[src/rtl/board_ram_arbiter.sv]
// Single-port board RAM arbiter: preset > engine > display with burst ownership,
// plus a starvation guard that forces the display in for one access.
module board_ram_arbiter #(
   parameter int WIDTH    = 40,
   parameter int AW       = 5,
   parameter int ROWS     = 30,
   parameter int MAX_WAIT = 16
) (
   input  logic             clk,
   input  logic             reset_n,
   input  logic             req_p,
   input  logic [AW-1:0]    addr_p,
   input  logic [WIDTH-1:0] wdata_p,
   output logic             gnt_p,
   input  logic             req_e,
   input  logic             we_e,
   input  logic [AW-1:0]    addr_e,
   input  logic [WIDTH-1:0] wdata_e,
   output logic             gnt_e,
   output logic             rvalid_e,
   input  logic             req_d,
   input  logic [AW-1:0]    addr_d,
   output logic             gnt_d,
   output logic             rvalid_d,
   output logic [WIDTH-1:0] rdata,
   output logic             err_oob,
   output logic [AW-1:0]    ram_addr,
   output logic [WIDTH-1:0] ram_data,
   output logic             ram_wren,
   input  logic [WIDTH-1:0] ram_q
);
   localparam int CW = $clog2(MAX_WAIT + 1);
   localparam logic [CW-1:0] WAIT_MAX  = CW'(MAX_WAIT);
   localparam logic [CW-1:0] WAIT_FIRE = CW'(MAX_WAIT - 1);
   localparam logic [AW:0]   ROW_LIM   = (AW+1)'(ROWS);

   typedef enum logic [1:0] {IDLE, OWN_P, OWN_E, OWN_D} owner_t;

   owner_t           owner_q, owner_d;
   logic [CW-1:0]    wait_q, wait_d;
   logic             forced_q, forced_d;
   logic             rvalid_e_q, rvalid_d_q, rd_oob_q, err_q;
   logic [AW-1:0]    sel_addr;
   logic [WIDTH-1:0] sel_data;
   logic             sel_wr, any_gnt, oob, rd_e, fire;

   function automatic owner_t pick(input logic p, input logic e, input logic d);
      owner_t r;
      r = IDLE;
      if (p)      r = OWN_P;
      else if (e) r = OWN_E;
      else if (d) r = OWN_D;
      return r;
   endfunction

   // Grants and RAM drive follow the registered owner only
   always_comb begin
      gnt_p    = (owner_q == OWN_P) & req_p;
      gnt_e    = (owner_q == OWN_E) & req_e;
      gnt_d    = (owner_q == OWN_D) & req_d;
      sel_addr = '0;
      sel_data = '0;
      sel_wr   = 1'b0;
      if (gnt_p) begin
         sel_addr = addr_p;
         sel_data = wdata_p;
         sel_wr   = 1'b1;
      end else if (gnt_e) begin
         sel_addr = addr_e;
         sel_data = wdata_e;
         sel_wr   = we_e;
      end else if (gnt_d) begin
         sel_addr = addr_d;
      end
      any_gnt  = gnt_p | gnt_e | gnt_d;
      oob      = any_gnt & ({1'b0, sel_addr} >= ROW_LIM);
      rd_e     = gnt_e & ~we_e;
      ram_addr = sel_addr;
      ram_data = sel_data;
      ram_wren = sel_wr & ~oob;
   end

   // A forced display slot always re-arbitrates next, so the guard cannot chain
   always_comb begin
      owner_d  = owner_q;
      wait_d   = wait_q;
      forced_d = 1'b0;
      fire     = req_d & ~gnt_d & (wait_q >= WAIT_FIRE);
      if (gnt_d | ~req_d)
         wait_d = '0;
      else if (wait_q != WAIT_MAX)
         wait_d = wait_q + 1'b1;
      if (forced_q) begin
         owner_d = pick(req_p, req_e, req_d);
      end else if (fire) begin
         owner_d  = OWN_D;
         forced_d = 1'b1;
      end else begin
         case (owner_q)
            OWN_P:   if (!req_p) owner_d = pick(req_p, req_e, req_d);
            OWN_E:   if (!req_e) owner_d = pick(req_p, req_e, req_d);
            OWN_D:   if (!req_d) owner_d = pick(req_p, req_e, req_d);
            default: owner_d = pick(req_p, req_e, req_d);
         endcase
      end
   end

   always_ff @(posedge clk or negedge reset_n) begin
      if (!reset_n) begin
         owner_q    <= IDLE;
         wait_q     <= '0;
         forced_q   <= 1'b0;
         rvalid_e_q <= 1'b0;
         rvalid_d_q <= 1'b0;
         rd_oob_q   <= 1'b0;
         err_q      <= 1'b0;
      end else begin
         owner_q    <= owner_d;
         wait_q     <= wait_d;
         forced_q   <= forced_d;
         rvalid_e_q <= rd_e;
         rvalid_d_q <= gnt_d;
         rd_oob_q   <= oob & (rd_e | gnt_d);
         err_q      <= err_q | oob;
      end
   end

   assign rvalid_e = rvalid_e_q;
   assign rvalid_d = rvalid_d_q;
   assign err_oob  = err_q;
   assign rdata    = rd_oob_q ? '0 : ram_q;
endmodule

[config.mk]
export PLATFORM = sky130hd
export DESIGN_NAME = board_ram_arbiter
export DESIGN_NICKNAME = d
export VERILOG_FILES = /design/src/rtl/board_ram_arbiter.sv
export SDC_FILE = /design/constraint.sdc
export NUM_CORES = 1
export LEC_CHECK = 0
export ABC_AREA = 1
export CAP_MARGIN = 25
export CORE_AREA = 2 2 90 92
export DETAILED_ROUTE_END_ITERATION = 8
export DIE_AREA = 0 0 92 94
export PLACE_DENSITY_LB_ADDON = 0.08
export SYNTH_ARGS = -nofsm -noshare
export SYNTH_HDL_FRONTEND = slang
export SYNTH_SLANG_ARGS = --single-unit
[constraint.sdc]
create_clock -name clk -period 1.84 [get_ports clk]
set_clock_uncertainty 0.15 [all_clocks]
set_input_delay 0.276 -clock clk [delete_from_list [all_inputs] [get_ports clk]]
set_output_delay 0.276 -clock clk [all_outputs]
set_load 0.01 [all_outputs]
**Run 1: routed clock nets over the placement**

(3 px per um)
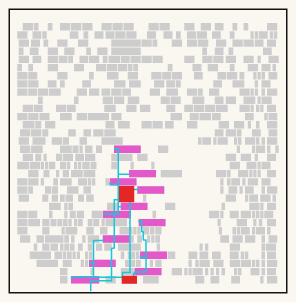
- magenta: flip-flops (count 12)
- cyan: clock wires (length 187 um)
- red: cells driving clock nets (count 3)
- routed clock nets: 4

**Run 1: logic cells by family**

(3 px per um)
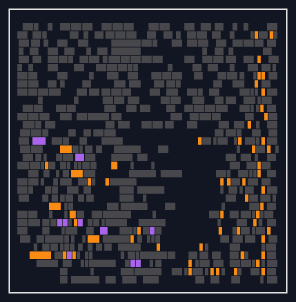
- orange: NOR gates (cells 56; where all over the die)
- purple: inverting AOI/OAI gates (cells 10)

==> flow_summary.yaml, run 1 <==
# synthesis and place-and-route metrics
outcome:
  run_status: "finished, violations left"
  violations: "setup timing"
final_timing:
  fmax_mhz: 493
  final.setup.worst_slack_ps: -190
  finalMaxSlewViolations: 0
  worst_pin_slew_ps: 534
  hold_slack_ps: 237
  fin_crit_ps: 2030
  setup_violations: 46
min_path:
  min_path_type: "in -> async"
logic_synthesis:
  top_cell: "inv_1"
  async_flop_share_pct: 100
  synthCells: 255
  yosysUniqueCellTypes: 30
  top_cells_by_area: "a22o_1 (21%), dfrtp_1 (18%), inv_1 (13%)"
  ys_cells: 255
  syn_avg_cell_area_um2: 6.56
global_routing:
  grt_pass1_vias: 2532
  overflow: 0
  grt_pass1_wl_mm: 13.9
  grtUsageTotal_pct: 20.6
setup_path:
  crit_type: "in -> out"
  rr_startpoint: "owner_q[0]"
  crit_path_end_kind: "output port"
  worstSetupStartpoint: "req_p"
  reg2reg_slack_ps: 60
run:
  maxCapViolations: 0
pwr:
  power_density_nw_per_um2: 739
  p_leak_nw: 2.22
  power_mw: 3.19
drt:
  ant_nets: 0
  firstDrtPassIters: 6
  routed_wl_mm: 9.46
final_layout:
  area_growth_syn_to_layout_pct: 158
placement:
  place_ws_ps: -647
  routabilityCongestion: 0.829
  dp_cells: 596
  place_hpwl_mm: 7.77
  io_buffers: 232
clock_network:
  htree_num_levels: 1
  clk_latency_ps: 240
  cts_inserted_buffers: 3
  clkTransAtPathRegs_ps: 50
die:
  fp.dieW_um: 92
  rows: 32
  fp_util_pct: 22.0
  die_area_um2: 8650
**Run 1: signal wires by layer**

(4 px per um)
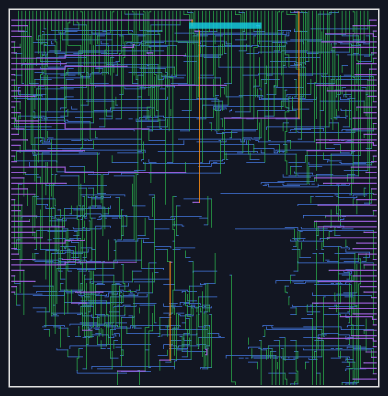
- green: met2 (wire length 4780 um)
- purple: met3 (wire length 958 um)
- orange: met4 (wire length 95.2 um)
- cyan: met5 (wire length 16.6 um)
- blue: met1 (wire length 3600 um)

**Run 1: clock nets**

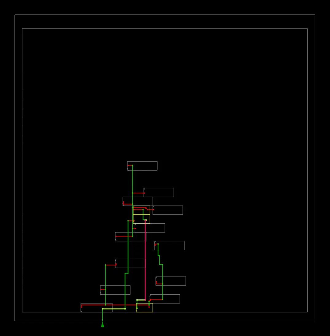
clk sinks: 12
Seq Cell Count: 12

run 1: layout make-up:
cell class	instances	area (um2)
antenna	1	2.50
fill	727	3290
tap	102	128
clock buffer	3	41.3
timing repair buffer	265	2510
sequential	12	303
multi-input combinational	167	1080
inverter	62	245
run 1: report_power, final:
group	switching, mW	total, mW	internal [mW]
registers	0.0514	0.370	0.319
logic	1.17	2.58	1.41
clock network	0.0902	0.234	0.144
total	1.31	3.19	1.88
run 1: repair_timing:
item,CTS,global route
pin swaps,5,9
setup buffers,5,7
resized,266,22
setup endpoints to repair,89,51
cloned,3,0
run 1: flip-flops by register name (all words and copies together), names as in the netlist:
name and cells:
rvalid_d 1, wait_q 5, owner_q 2, err_oob 1, rd_oob_q 1, forced_q 1, rvalid_e 1
run 1: how the worst min path moves through the flow:
| stage | startpoint | endpoint | slack, ps | cells past startpoint |
|---|---|---|---|---|
| after floorplan | reset_n | err_oob | -170 | 0 |
| after global placement | err_oob | err_oob | 300 | 2 |
| after detailed placement | err_oob | err_oob | 310 | 2 |
| after CTS | reset_n | forced_q | 260 | 1 |
| after global routing | reset_n | wait_q[0] | 280 | 1 |
| final | reset_n | forced_q | 240 | 1 |
run 1: layout by cell type (no fill, tap or decap), drive strengths merged:
cell	synthesis	routed
nand2	28	28
ha	3	3
o31ai	1	1
dfrtp	12	12
a22o	40	40
or2	4	4
a21oi	3	3
inv	61	60
clkbuf	4	3
nand3	15	15
clkdlybuf4s50	0	142
diode	0	1
nand3b	2	2
clkinv	1	2
a22oi	1	1
nand4	9	9
nor2	56	56
dlygate4sd2	0	41
o21ai	5	5
buf	10	82
run 1: cells by family (layout without fill, tap and decap cells):
group / after synthesis / in the layout / share of synthesized area, %
compound gates: 50 / 50 / 24.2
fa+ha+maj: 3 / 3 / 2.24
buf+inv: 76 / 330 / 20.4
flops: 12 / 12 / 18.0
other cells: 0 / 1 / 0
simple gates: 114 / 114 / 35.2
run 1: critical path, cell delays in order:
cell	delay, ps
clkdlybuf4s50_1	530
nand3_4	150
or2_1	240
nand2_2	100
nor2_4	40
a21oi_2	130
buf_4	140
run 1: per-stage QoR:
stage / cell area (um2) / utilization (%)
finish: 4310 / 56.7
global route: 4310 / 56.7
CTS: 4230 / 55.6
detailed placement: 4250 / 55.9
global placement: 4250 / 55.9
floorplan: 1670 / -
run 1: per-layer routing:
layer / GRT usage, % / wire, um / vias to the layer above / share of wire, %
met3: 6.98 / 957 / 8 / 10
met2: 36.8 / 4780 / 141 / 51
li1: - / - / 1337 / -
met4: 4.23 / 95 / 2 / 1.0
met5: 0 / 16 / - / 0.17
met1: 23.8 / 3600 / 1137 / 38
==> run 2: changes to the inputs <==
GPL_TIMING_DRIVEN = 0   (was default)
**Run 2: clock nets**

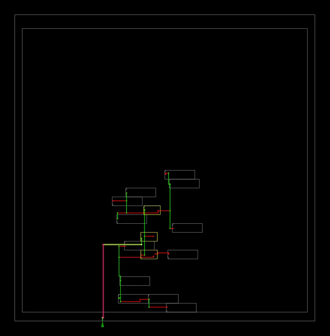
P_clk: 227 uW
clk latency late pin: 230 ps
clkbuf count: 3

==> run 2 against run 1 <==
Against the previous run: the flow still finishes with violations (setup timing); global-route usage decreased by 0.56 points; power increased by 2.0%; final area increased by 1.7%; clock-buffer cell count unchanged; routed wire length increased by 1.5%; non-clock buffer count increased by 6; sequential power decreased by 5.9%; die size unchanged; largest cell class unchanged.
==> flow_summary.yaml, run 2 <==
# synthesis and place-and-route metrics
outcome:
  run_status: "finished, violations left"
  violations: "setup timing"
drt:
  firstDrtPassIters: 4
global_routing:
  grt_pass1_vias: 2501
  grt_util_met1_pct: 22.7
  grtUsageTotal_pct: 20.0
  grt.busiest_layer: "met2"
die:
  die_area_um2: 8650
  rows: 32
final_timing:
  fin_crit_ps: 1990
  finalMaxSlewViolations: 0
  fmax_mhz: 502
  setup_violations: 44
  worst_pin_slew_ps: 525
  final.setup.worst_slack_ps: -153
placement:
  routabilityCongestion: 0.865
  place_hpwl_mm: 7.85
  io_buffers: 232
logic_synthesis:
  ys_cells: 255
  async_flop_share_pct: 100
final_layout:
  nFillCells: 744
  layout_top_cell: "clkdlybuf4s50_1"
  area_growth_syn_to_layout_pct: 162
  largest_registers: "wait_q x5, owner_q x2"
setup_path:
  path_depth: 9
  critPathTopFamily: "buffers and inverters"
  crit_type: "reg -> out"
clock_network:
  clkTransAtPathRegs_ps: 50
pwr:
  power_frac_comb_pct: 82.3
[run 2: cell counts after synthesis]
Identical to the previous run, type by type.
[run 2: per-layer routing]
metal / vias up / wire length [um]
li1: 1349 / -
met1: 1182 / 3580
met2: 136 / 4860
met3: 14 / 991
met4: 2 / 145
met5: - / 13
[run 2: final cells by class]
| type | count | area (um2) | share of cell area [%] |
|---|---|---|---|
| clock buffers | 3 | 41.3 | 0.941 |
| plain buffers | 14 | 160 | 3.65 |
| inverters | 62 | 253 | 5.76 |
| flip-flops and latches | 12 | 300 | 6.85 |
| multi-input cells | 167 | 1070 | 24.4 |
| repair inverters | 1 | 8.76 | 0.200 |
| well taps | 102 | 128 | 2.91 |
| repair buffers | 257 | 2420 | 55.2 |
[run 2: final timing paths]
path | from | endpoint | slack, ps
max in group asynchronous | reset_n | wait_q[2] | 950
worst min-delay path | reset_n | wait_q[0] | 240
min in group clk | err_oob | err_oob | 320
worst max register to register | wait_q[0] | owner_q[0] | 150
worst min register to register | err_oob | err_oob | 320
worst max-delay path | owner_q[1] | ram_wren | -150
[run 2: power groups by stage]
stage          Sequential (mW)  Combinational, mW  Clock (mW)
5_1_grt                  0.354               2.88       0.250
2_1_floorplan            0.348               1.16           0
3_3_place_gp             0.349               2.36           0
6_report                 0.348               2.68       0.227
4_1_cts                  0.348               2.43       0.235
3_5_place_dp             0.352               2.37           0
[run 2: through the flow]
step	instance area (um2)	power (mW)	TNS (ps)	utilization, %	std cells
2_1_floorplan	1670	1.51	0	-	255
3_3_place_gp	4120	2.71	-32880	54.2	589
3_5_place_dp	4120	2.72	-33720	54.2	589
4_1_cts	4170	3.01	-3580	54.9	606
5_1_grt	4390	3.48	-7580	57.7	618
6_report	4390	3.25	-4920	57.7	618
[run 2: worst reg2reg max path, stage by stage (launching register included)]
cell     delay (ps)
dfrtp_1         410
ha_2            210
nand2_1          80
nor2_1           50
ha_1            170
nor2_1          100
nand2_1          80
nand2_2         100
nand3_1          90
nand3_1         100
nand2_1          50
[run 2: cells by family (layout without fill, tap and decap cells)]
kind of cell | Yosys count | in the layout | share of synthesized area, %
and+or+nand+nor | 114 | 114 | 35.2
buffers and inverters | 76 | 337 | 20.4
DFF | 12 | 12 | 18.0
adders and majority gates | 3 | 3 | 2.24
AOI/OAI and AO/OA | 50 | 50 | 24.2
[run 2: repair_timing]
item	CTS	global route
cloned	1	4
hold buffers	0	0
pin swaps	5	7
setup buffers	13	8
gates resized	277	29
endpoints found under the setup margin	89	57
Power figures rest on the tool's default switching activity, not on a simulated workload.
